run_1/wires.png
Bar = 20 um. Two of the layers only.
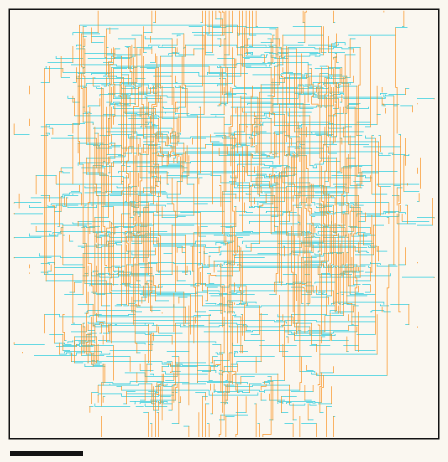
run_1/power_grid.png
Bar = 20 um. Pins as bars on the die edge.
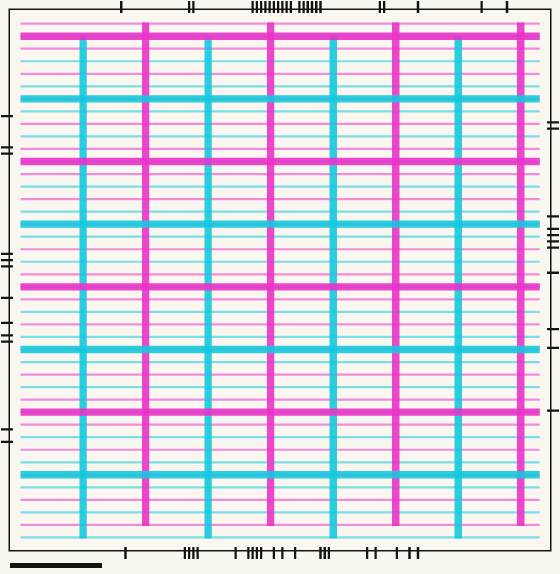
run_1/layer_met3.png
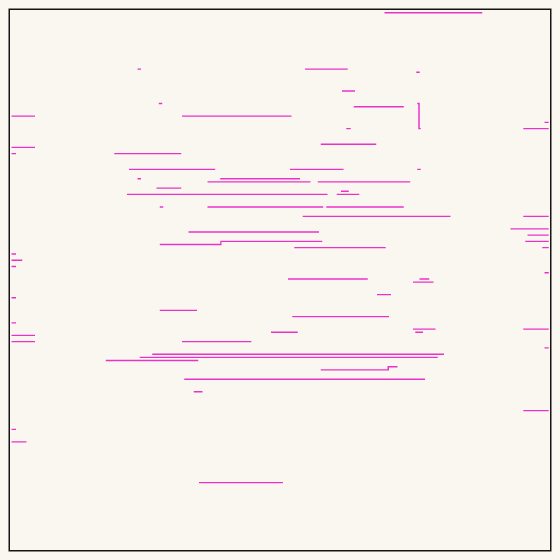
File: src/rtl/alu_pkg.sv
// Shared types for the ALU instruction sequencer: opcodes, instruction kinds, FSM states.
package alu_pkg;

  localparam int unsigned ALU_OP_W = 3;

  typedef enum logic [ALU_OP_W-1:0] {
    OpAdd  = 3'b000,
    OpSub  = 3'b001,
    OpAnd  = 3'b010,
    OpOr   = 3'b011,
    OpXor  = 3'b100,
    OpInc  = 3'b101,
    OpMova = 3'b110,
    OpMovb = 3'b111
  } alu_op_e;

  typedef enum logic [1:0] {
    KindAlu  = 2'b00,
    KindLdi  = 2'b01,
    KindClrf = 2'b10,
    KindNop  = 2'b11
  } instr_kind_e;

  typedef enum logic [1:0] {
    SeqIdle = 2'b00,
    SeqExec = 2'b01,
    SeqWb   = 2'b10
  } seq_state_e;

  // Every kind except ALU retires in the cycle right after acceptance.
  function automatic logic retires_at_accept(instr_kind_e kind);
    return kind != KindAlu;
  endfunction

endpackage

File: src/rtl/alu_sequencer_if.sv
// Instruction handshake, ALU drive/return and debug read port of the sequencer.
interface alu_sequencer_if
  import alu_pkg::*;
#(
  parameter int unsigned width = 8,
  parameter int unsigned nregs = 8
);

  localparam int unsigned aw = $clog2(nregs);

  // Instruction channel
  logic              instr_valid;
  logic              instr_ready;
  instr_kind_e       instr_kind;
  alu_op_e           instr_op;
  logic [aw-1:0]     instr_rd;
  logic [aw-1:0]     instr_ra;
  logic [aw-1:0]     instr_rb;
  logic [width-1:0]  instr_imm;
  logic              instr_flags_en;
  logic              done;

  // ALU side
  logic [width-1:0]  alu_a;
  logic [width-1:0]  alu_b;
  alu_op_e           alu_op;
  logic [width-1:0]  alu_y;
  logic              alu_onz_en;
  logic              alu_rst_pos;

  // Debug register read
  logic [aw-1:0]     dbg_addr;
  logic [width-1:0]  dbg_data;

  // Environment side: instruction source, ALU result and debug address
  modport master (
    output instr_valid, instr_kind, instr_op, instr_rd, instr_ra, instr_rb,
    output instr_imm, instr_flags_en, alu_y, dbg_addr,
    input  instr_ready, done, alu_a, alu_b, alu_op, alu_onz_en, alu_rst_pos, dbg_data
  );

  // Sequencer side
  modport slave (
    input  instr_valid, instr_kind, instr_op, instr_rd, instr_ra, instr_rb,
    input  instr_imm, instr_flags_en, alu_y, dbg_addr,
    output instr_ready, done, alu_a, alu_b, alu_op, alu_onz_en, alu_rst_pos, dbg_data
  );

endinterface

File: src/rtl/reg_file.sv
// Register file: two combinational operand reads, one debug read, one synchronous write.
module reg_file #(
  parameter int unsigned width = 8,
  parameter int unsigned nregs = 8,
  localparam int unsigned aw = $clog2(nregs)
) (
  input  logic             clk,
  input  logic             rst_neg,
  input  logic             we,
  input  logic [aw-1:0]    waddr,
  input  logic [width-1:0] wdata,
  input  logic [aw-1:0]    raddr_a,
  output logic [width-1:0] rdata_a,
  input  logic [aw-1:0]    raddr_b,
  output logic [width-1:0] rdata_b,
  input  logic [aw-1:0]    dbg_addr,
  output logic [width-1:0] dbg_data
);

  logic [width-1:0] mem [nregs];

  // Clear all entries on reset, otherwise single-port write
  always_ff @(posedge clk or negedge rst_neg) begin
    if (!rst_neg) begin
      for (int unsigned i = 0; i < nregs; i++) begin
        mem[i] <= '0;
      end
    end else if (we) begin
      mem[waddr] <= wdata;
    end
  end

  // nregs is a power of two, so every address is in range
  assign rdata_a  = mem[raddr_a];
  assign rdata_b  = mem[raddr_b];
  assign dbg_data = mem[dbg_addr];

endmodule

File: src/rtl/alu_sequencer.sv
// Instruction sequencer in front of a registered ALU: operand fetch, opcode/flag control and
// result writeback into a small register file.
module alu_sequencer
  import alu_pkg::*;
#(
  parameter int unsigned width = 8,
  parameter int unsigned nregs = 8
) (
  input logic            clk,
  input logic            rst_neg,
  alu_sequencer_if.slave bus
);

  localparam int unsigned aw = $clog2(nregs);

  localparam logic [1:0] IDLE = SeqIdle;
  localparam logic [1:0] EXEC = SeqExec;
  localparam logic [1:0] WB   = SeqWb;

  logic [1:0]       state_q, state_d;

  // Operands are captured at acceptance so rd may alias ra/rb freely
  logic [width-1:0] hold_a_q;
  logic [width-1:0] hold_b_q;
  alu_op_e          hold_op_q;
  logic [aw-1:0]    hold_rd_q;
  logic             hold_fe_q;

  logic             clrf_q;
  logic             done_q;

  logic             accept;
  logic             accept_alu;
  logic             accept_ldi;
  logic             accept_clrf;
  logic             accept_quick;

  logic [width-1:0] rdata_a;
  logic [width-1:0] rdata_b;
  logic             rf_we;
  logic [aw-1:0]    rf_waddr;
  logic [width-1:0] rf_wdata;

  assign accept = bus.instr_valid && bus.instr_ready;

  // Decode the accepted instruction kind
  always_comb begin
    accept_alu   = 1'b0;
    accept_ldi   = 1'b0;
    accept_clrf  = 1'b0;
    accept_quick = 1'b0;
    if (accept) begin
      accept_alu   = bus.instr_kind == KindAlu;
      accept_ldi   = bus.instr_kind == KindLdi;
      accept_clrf  = bus.instr_kind == KindClrf;
      accept_quick = retires_at_accept(bus.instr_kind);
    end
  end

  // Next-state: only ALU instructions leave IDLE
  always_comb begin
    state_d = state_q;
    unique case (state_q)
      IDLE:    if (accept_alu) state_d = EXEC;
      EXEC:    state_d = WB;
      WB:      state_d = IDLE;
      default: state_d = IDLE;
    endcase
  end

  // State register; async reset aborts any in-flight instruction
  always_ff @(posedge clk or negedge rst_neg) begin
    if (!rst_neg) begin
      state_q <= IDLE;
    end else begin
      state_q <= state_d;
    end
  end

  // Holding registers feed the ALU through EXEC and WB unchanged
  always_ff @(posedge clk or negedge rst_neg) begin
    if (!rst_neg) begin
      hold_a_q  <= '0;
      hold_b_q  <= '0;
      hold_op_q <= OpAdd;
      hold_rd_q <= '0;
      hold_fe_q <= 1'b0;
    end else if (accept_alu) begin
      hold_a_q  <= rdata_a;
      hold_b_q  <= rdata_b;
      hold_op_q <= bus.instr_op;
      hold_rd_q <= bus.instr_rd;
      hold_fe_q <= bus.instr_flags_en;
    end
  end

  // One-cycle pulses: flag clear after CLRF, done on every retirement
  always_ff @(posedge clk or negedge rst_neg) begin
    if (!rst_neg) begin
      clrf_q <= 1'b0;
      done_q <= 1'b0;
    end else begin
      clrf_q <= accept_clrf;
      done_q <= accept_quick || (state_q == WB);
    end
  end

  // Write port: LDI writes at acceptance, ALU results at the end of WB (never both at once)
  always_comb begin
    rf_we    = 1'b0;
    rf_waddr = bus.instr_rd;
    rf_wdata = bus.instr_imm;
    if (state_q == WB) begin
      rf_we    = 1'b1;
      rf_waddr = hold_rd_q;
      rf_wdata = bus.alu_y;
    end else if (accept_ldi) begin
      rf_we = 1'b1;
    end
  end

  reg_file #(
    .width (width),
    .nregs (nregs)
  ) u_reg_file (
    .clk      (clk),
    .rst_neg  (rst_neg),
    .we       (rf_we),
    .waddr    (rf_waddr),
    .wdata    (rf_wdata),
    .raddr_a  (bus.instr_ra),
    .rdata_a  (rdata_a),
    .raddr_b  (bus.instr_rb),
    .rdata_b  (rdata_b),
    .dbg_addr (bus.dbg_addr),
    .dbg_data (bus.dbg_data)
  );

  assign bus.instr_ready = state_q == IDLE;
  assign bus.alu_a       = hold_a_q;
  assign bus.alu_b       = hold_b_q;
  assign bus.alu_op      = hold_op_q;
  // Flag enable only in WB, clear only in an IDLE cycle, so they never overlap
  assign bus.alu_onz_en  = (state_q == WB) && hold_fe_q;
  assign bus.alu_rst_pos = clrf_q;
  assign bus.done        = done_q;

endmodule

File: src/flat_wrapper.sv
// flat-port wrapper written by rule: the top's interface ports become plain ports
module alu_sequencer_flat import alu_pkg::*;
#(
  parameter int unsigned width = 8,
  parameter int unsigned nregs = 8
)
  (clk, rst_neg, bus_instr_valid, bus_instr_kind, bus_instr_op, bus_instr_rd, bus_instr_ra, bus_instr_rb, bus_instr_imm, bus_instr_flags_en, bus_alu_y, bus_dbg_addr, bus_instr_ready, bus_done, bus_alu_a, bus_alu_b, bus_alu_op, bus_alu_onz_en, bus_alu_rst_pos, bus_dbg_data);
  alu_sequencer_if #(.width(width), .nregs(nregs)) bus_i ();
  input logic clk;
  input logic rst_neg;
  input wire logic [$bits(bus_i.instr_valid)-1:0] bus_instr_valid;
  input wire logic [$bits(bus_i.instr_kind)-1:0] bus_instr_kind;
  input wire logic [$bits(bus_i.instr_op)-1:0] bus_instr_op;
  input wire logic [$bits(bus_i.instr_rd)-1:0] bus_instr_rd;
  input wire logic [$bits(bus_i.instr_ra)-1:0] bus_instr_ra;
  input wire logic [$bits(bus_i.instr_rb)-1:0] bus_instr_rb;
  input wire logic [$bits(bus_i.instr_imm)-1:0] bus_instr_imm;
  input wire logic [$bits(bus_i.instr_flags_en)-1:0] bus_instr_flags_en;
  input wire logic [$bits(bus_i.alu_y)-1:0] bus_alu_y;
  input wire logic [$bits(bus_i.dbg_addr)-1:0] bus_dbg_addr;
  output wire logic [$bits(bus_i.instr_ready)-1:0] bus_instr_ready;
  output wire logic [$bits(bus_i.done)-1:0] bus_done;
  output wire logic [$bits(bus_i.alu_a)-1:0] bus_alu_a;
  output wire logic [$bits(bus_i.alu_b)-1:0] bus_alu_b;
  output wire logic [$bits(bus_i.alu_op)-1:0] bus_alu_op;
  output wire logic [$bits(bus_i.alu_onz_en)-1:0] bus_alu_onz_en;
  output wire logic [$bits(bus_i.alu_rst_pos)-1:0] bus_alu_rst_pos;
  output wire logic [$bits(bus_i.dbg_data)-1:0] bus_dbg_data;
  assign bus_i.instr_valid = bus_instr_valid;
  assign bus_i.instr_kind = bus_instr_kind;
  assign bus_i.instr_op = bus_instr_op;
  assign bus_i.instr_rd = bus_instr_rd;
  assign bus_i.instr_ra = bus_instr_ra;
  assign bus_i.instr_rb = bus_instr_rb;
  assign bus_i.instr_imm = bus_instr_imm;
  assign bus_i.instr_flags_en = bus_instr_flags_en;
  assign bus_i.alu_y = bus_alu_y;
  assign bus_i.dbg_addr = bus_dbg_addr;
  assign bus_instr_ready = bus_i.instr_ready;
  assign bus_done = bus_i.done;
  assign bus_alu_a = bus_i.alu_a;
  assign bus_alu_b = bus_i.alu_b;
  assign bus_alu_op = bus_i.alu_op;
  assign bus_alu_onz_en = bus_i.alu_onz_en;
  assign bus_alu_rst_pos = bus_i.alu_rst_pos;
  assign bus_dbg_data = bus_i.dbg_data;
  alu_sequencer #(.width(width), .nregs(nregs)) u_core (.clk(clk), .rst_neg(rst_neg), .bus(bus_i));
endmodule
File: config.mk
export PLATFORM = sky130hd
export DESIGN_NAME = alu_sequencer_flat
export DESIGN_NICKNAME = d
export VERILOG_FILES = /design/src/rtl/alu_pkg.sv /design/src/rtl/alu_sequencer_if.sv /design/src/rtl/reg_file.sv /design/src/rtl/alu_sequencer.sv /design/src/flat_wrapper.sv
export SDC_FILE = /design/constraint.sdc
export NUM_CORES = 1
export LEC_CHECK = 0
export CORE_MARGIN = 2
export CORE_UTILIZATION = 40
export DETAILED_ROUTE_END_ITERATION = 10
export SLEW_MARGIN = 20
export SYNTH_ARGS = -nofsm -noshare
export SYNTH_HDL_FRONTEND = slang
export SYNTH_SLANG_ARGS = --single-unit
File: constraint.sdc
create_clock -name clk -period 2.5 [get_ports clk]
set_clock_uncertainty 0.1 [all_clocks]
set_input_delay 0.5 -clock clk [delete_from_list [all_inputs] [get_ports clk]]
set_output_delay 0.5 -clock clk [all_outputs]
set_load 0.01 [all_outputs]
==> notes.md, run 1 <==
Status of the implementation.

- The run finished, with violations left.
- The final reports fail on negative hold slack.
- The run reported a max-capacitance violation count of 0.
- The first-pass detailed-route iteration total is 4, for reference.
- The commonest cells after synthesis are sky130_fd_sc_hd__dfrtp_1, sky130_fd_sc_hd__nand2_1, sky130_fd_sc_hd__mux2_2.
- For this block, the initial DRC count from the detailed router was 228.
- Subtracting the final worst setup slack from the clock period gives between 2 and 2.5 ns.
- The relative slew slack is 58.1%, for reference.
- The leading cell type by number of instances after synthesis is sky130_fd_sc_hd__dfrtp_1, for reference.
- The worst register-to-register path has a depth of 6.
- The sequential standard cell area is about 2300 sq um, for reference.
- The first global-routing pass estimated 22200 um of wire.
- The port buffer count is 67, for reference.
- The power per unit of standard cell area is 792 nW/um^2, for reference.
- The number of global-route vias before repair is a little under 4000.
- The footprint of the multi-input gates is 2690 sq um, for reference.
- The worst register-to-register path begins at u_core.state_q[1].
- The fraction of power consumed by sequential logic is 44.1%, for reference.
- The floorplan has 41 rows.
- The number of clock sinks seen by CTS is roughly 91, for reference.
- The sort of element at the start of the critical path is an input pin, for reference.
- On the final layout, the worst hold slack is -0.00178 ns.
- The proportion of total power due to net switching is 30.0%, for reference.
- The cell sequence reported for the critical path is dlygate4sd2_1 -> buf_12 -> buf_12 -> mux4_2 -> mux2_2 -> clkdlybuf4s15_1.
- The largest net degree at the start of global routing is about 60, for reference.
- The global routing report lists met1 layer usage as 29.6%.
- In the global route stage, met2 resource usage came out at 35.8%.
- The data arrival time at the worst-slack endpoint is 1.87 ns, for reference.
- At floorplan, the net count of the design was reported as 475.
- Note that the worst hold path type here is input pin to async pin.
- Per the final timing report, the hold violations number 5.
- Global routing consumed, over all layers together, 22.2% of the routing resources.
- The count of warnings emitted by yosys is 0, for reference.
- The area fraction of the dominant cell type after synthesis is between 40% and 50%, for reference.
- The count of state elements after synthesis is 91, for reference.
- STA classifies the critical path endpoint as an output port.
- For this design, Yosys synthesis ends with a cell count of 438.
- The share of flip-flops with an asynchronous set or reset is 100%, for reference.
- The number of max-slew violations in the final report is 0, for reference.
- Combinational logic burns a little under a third of the power.
- The ratio of routed vias to standard cells is 5.48, for reference.
- The most crowded layer after global routing is met2, for reference.
- The maximum buffer depth of the clock tree is 2, for reference.
- Before any placement, the netlist area is recorded as 5130 sq um.
- Once routing completed, OpenROAD measured the worst setup slack at between 0.02 and 0.03 ns.
- In this run the worst path has a maximum fanout of 4.
- The clock reaches the later pin of the worst-skew pair after 0.35 ns.
## Picture notes: wires.png
legend:
  orange:
    layer: metal 2
    wire_length: 7060 um
  cyan:
    layer: metal 1
    wire_length: 6350 um
total wire length: 14400 um
final routed wire length divided by cell count: 20.7 um

## Picture notes: power_grid.png
legend:
  cyan:
    net: VSS
  magenta:
    net: VDD
met5 straps: 8
met1 rails: 42
met4 straps: 8
rows: 41
signal pins: 68
highest ir drop seen on vdd: 0.000359 V
Die X: 117 um

## Picture notes: layer_met3.png
longest straight run: 64.4 um
wire length on this layer: 785 um
main direction: horizontal
share of all routed wire: 5.4%
nets with wire on the layer: 53
routed vias: 3833
fraction of met3 tracks used by global routing: 4.07%

-- run 1: worst max-delay path by stage --
| stage | to | cells after the start |
|---|---|---|
| after CTS | bus_dbg_data[5] | 5 |
| after global routing | bus_dbg_data[2] | 6 |
| after floorplan | bus_dbg_data[0] | 4 |
| final | bus_dbg_data[6] | 6 |
| after global placement | bus_dbg_data[5] | 5 |
| after detailed placement | bus_dbg_data[5] | 5 |
-- run 1: registers in the layout (all words and copies together) (netlist names) --
name / flops
u_core.u_reg_file.mem: 64
u_core.bus.alu_b: 8
u_core.bus.alu_op: 3
u_core.hold_fe_q: 1
u_core.bus.alu_a: 8
u_core.bus.alu_rst_pos: 1
u_core.state_q: 2
u_core.hold_rd_q: 3
u_core.bus.done: 1
-- run 1: power groups by stage --
stage	clock network (mW)	logic [mW]	registers, mW
final	1.36	1.58	2.31
after global routing	1.44	1.73	2.37
after CTS	1.39	1.58	2.30
after detailed placement	0	1.59	2.32
after global placement	0	1.55	2.30
after floorplan	0	0.996	2.24
-- run 1: kinds of logic (layout without fill, tap and decap cells) --
logic type | after synthesis | in the layout | synth area share [%]
flip-flops | 91 | 91 | 44.4
multiplexers | 153 | 153 | 35.6
AND/OR/NAND/NOR | 118 | 118 | 10.7
buffers and inverters | 34 | 123 | 3.22
AND-OR/OR-AND | 42 | 42 | 6.05
-- run 1: final cells by class --
class,instances,area share [%]
Tap cell,172,3.25
Inverter,4,0.227
Sequential cell,91,34.4
Multi-Input combinational cell,313,40.5
Timing Repair Buffer,103,17.3
Clock inverter,2,0.529
Clock buffer,14,3.83
-- run 1: per-stage QoR --
stage	area [sq um]	power [mW]	setup TNS, ns	hold slack [ns]	std cells
2_1_floorplan	5130	3.24	0	0.104	438
3_3_place_gp	6260	3.85	-4.67	0.353	678
3_5_place_dp	6260	3.92	-4.74	0.361	678
4_1_cts	6600	5.27	0	0.0181	697
5_1_grt	6630	5.54	0	0.0469	699
6_report	6630	5.25	0	-0.00178	699
-- run 1: placed cells by master, fill, tap and decap left out, types with 4 or more instances in the layout --
cell                              instances
sky130_fd_sc_hd__buf_4                   21
sky130_fd_sc_hd__nand3_1                 16
sky130_fd_sc_hd__clkdlybuf4s50_1         54
sky130_fd_sc_hd__nor2_2                   6
sky130_fd_sc_hd__clkbuf_1                 4
sky130_fd_sc_hd__dfrtp_1                 89
sky130_fd_sc_hd__and2_1                   4
sky130_fd_sc_hd__clkdlybuf4s15_1          7
sky130_fd_sc_hd__nand2_1                 73
sky130_fd_sc_hd__clkbuf_16                9
sky130_fd_sc_hd__nand2b_1                 4
sky130_fd_sc_hd__mux2_2                  72
sky130_fd_sc_hd__nor2b_1                  5
sky130_fd_sc_hd__a22oi_1                 32
sky130_fd_sc_hd__mux2i_1                 64
sky130_fd_sc_hd__mux4_2                  16
sky130_fd_sc_hd__buf_12                  16
-- run 1: repair_timing --
item,4_1_cts,5_1_grt
resized,19,8
cloned,1,0
buffers inserted,2,2
endpoints found under the setup margin,9,6
-- run 1: per-layer routing --
metal / routed length (um) / up-vias
li1: - / 1770
met1: 6350 / 1937
met2: 7060 / 107
met3: 785 / 19
met4: 237 / 0
met5: 0 / -
==> run 1 -> run 2 <==
clock period = 2.4 ns   (was 2.5 ns; I/O delays follow)
==> notes.md, run 2 <==
Status of the implementation.

- The proportion of synthesized area in mux cells is 35.6% (unchanged), for reference.
- The sort of element at the start of the critical path is an input pin, for reference.
- The area fraction in xor and xnor cells was 0% (unchanged).
- The maximum VDD drop is 0.000370 V (+3.1%), for reference.
- The power per unit of standard cell area is 841 nW/um^2 (+6.2%), for reference.
- The data arrival time at the worst-slack endpoint is 1.77 ns (-0.10 ns).
- The port buffer count is 67 (unchanged), for reference.
- The number of global-route vias before repair is 3924 (+1.2%), for reference.
- The most common library cell in the layout ignoring fill and taps is sky130_fd_sc_hd__dfrtp_1, for reference.
- The count of state elements after synthesis is 91 (unchanged), for reference.
- The number of violations reported at the end of detailed-routing iteration 0 was 192 (-16%).
- The post-synthesis share of cell area spent on and-or and or-and gates is 6.05% (unchanged).
- The flow ran to the end, and the final reports show no timing, DRC or antenna violations.
- Of the combinational cells, the family taking the most area is multiplexers.
- The ratio of routed vias to standard cells came to 5.55 (+1.2%).
- The cell total in the yosys stat output is 438 (unchanged), for reference.
- The footprint of the multi-input gates is 2690 sq um (about the same), for reference.
- The area of the mapped netlist was 5130 sq um (unchanged).
- For the worst reg-to-reg path, the startpoint reported by OpenROAD is u_core.state_q[1].
- The kind of end point of the critical path is an output port, for reference.
- The overall track demand over capacity in global routing is 22.4% (+0.19 points), for reference.
- The average wire per standard cell is 20.6 um (-0.24%), for reference.
- The number of cell rows is 41 (unchanged).
- The share of flip-flops with an asynchronous set or reset came to 100% (unchanged).
- By count the netlist is led by sky130_fd_sc_hd__dfrtp_1, sky130_fd_sc_hd__nand2_1, sky130_fd_sc_hd__mux2_2.
- The number of max-slew violations in the final report is 0 (unchanged).
[run 2: cell types whose count changed in the layout (fill, tap and decap cells not counted), moves of 2 or more]
| cell | delta |
|---|---|
| sky130_fd_sc_hd__buf_12 | -3 |
| sky130_fd_sc_hd__buf_4 | +9 |
| sky130_fd_sc_hd__clkbuf_1 | -3 |
| sky130_fd_sc_hd__clkbuf_2 | +7 |
| sky130_fd_sc_hd__clkdlybuf4s15_1 | -7 |
| sky130_fd_sc_hd__clkinvlp_4 | +2 |
[run 2: how the worst max path moves through the flow]
stage | depth (start not counted) | slack [ns] | start | endpoint
2_1_floorplan | 4 | 0.005 | bus_dbg_addr[0] | bus_dbg_data[0]
3_3_place_gp | 5 | -0.66 | bus_dbg_addr[0] | bus_dbg_data[5]
3_5_place_dp | 5 | -0.68 | bus_dbg_addr[0] | bus_dbg_data[5]
4_1_cts | 6 | 0.003 | bus_dbg_addr[1] | bus_dbg_data[7]
5_1_grt | 3 | 0.003 | u_core.state_q[0] | bus_alu_onz_en
6_report | 6 | 0.05 | bus_dbg_addr[0] | bus_dbg_data[7]
[run 2: final cells by class]
class / instances / share of cell area, %
Clock buffer: 11 / 3.65
Clock inverter: 4 / 1.13
Inverter: 4 / 0.226
Multi-Input combinational cell: 313 / 40.4
Sequential cell: 91 / 34.3
Tap cell: 172 / 3.24
Timing Repair Buffer: 111 / 17.0
[run 2: power breakdown]
part           switching, mW  internal, mW
registers              0.436          1.98
logic                  0.639         0.989
clock network          0.612         0.936
[run 2: cell families after synthesis]
group | after synthesis
AND/OR/NAND/NOR | 118
multiplexers | 153
AND-OR/OR-AND | 42
flip-flops | 91
buffers and inverters | 34
[run 2: metrics by stage]
step	worst slack, ns	area, sq um	power (mW)	hold slack (ns)
global placement	-0.657	6280	4.02	0.300
floorplan	0.00528	5130	3.37	0.0844
finish	0.0517	6650	5.59	0.372
global route	0.00283	6650	5.89	0.404
CTS	0.00313	6660	5.63	0.378
detailed placement	-0.683	6280	4.09	0.306
[run 2: timing repair]
action                                  CTS  global route
buffers inserted                          4             1
resized                                  29             9
cloned                                    1             0
endpoints found under the setup margin    9             8
hold endpoints to repair                 21             0
hold buffers                              1             0
[run 2: tightest hold or removal path: cells and delay by family (launching register included)]
family | cells | cell delay, ns
DFF | 1 | 0.34
and+or+nand+nor | 2 | 0.10
[run 2: per-layer routing]
layer  vias up  global-route usage [%]  part of all wire (%)
li1       1790                       -                     -
met1      1975                    30.4                    44
met2       125                    36.8                    50
met3        27                    2.52                   4.5
met4         0                    8.71                   2.2
met5         -                       0                     0
run_2/clocks.png
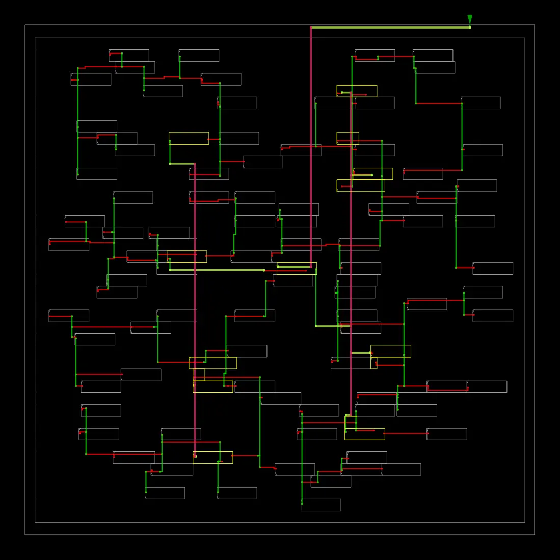
clock buffer count from CTS: 9
Clock Power: 1.55 mW
Seq cells: 91
clk ins delay skew pair: 0.35 ns
Clock Sink Count: 91

Power is estimated from default activity; no workload was simulated.
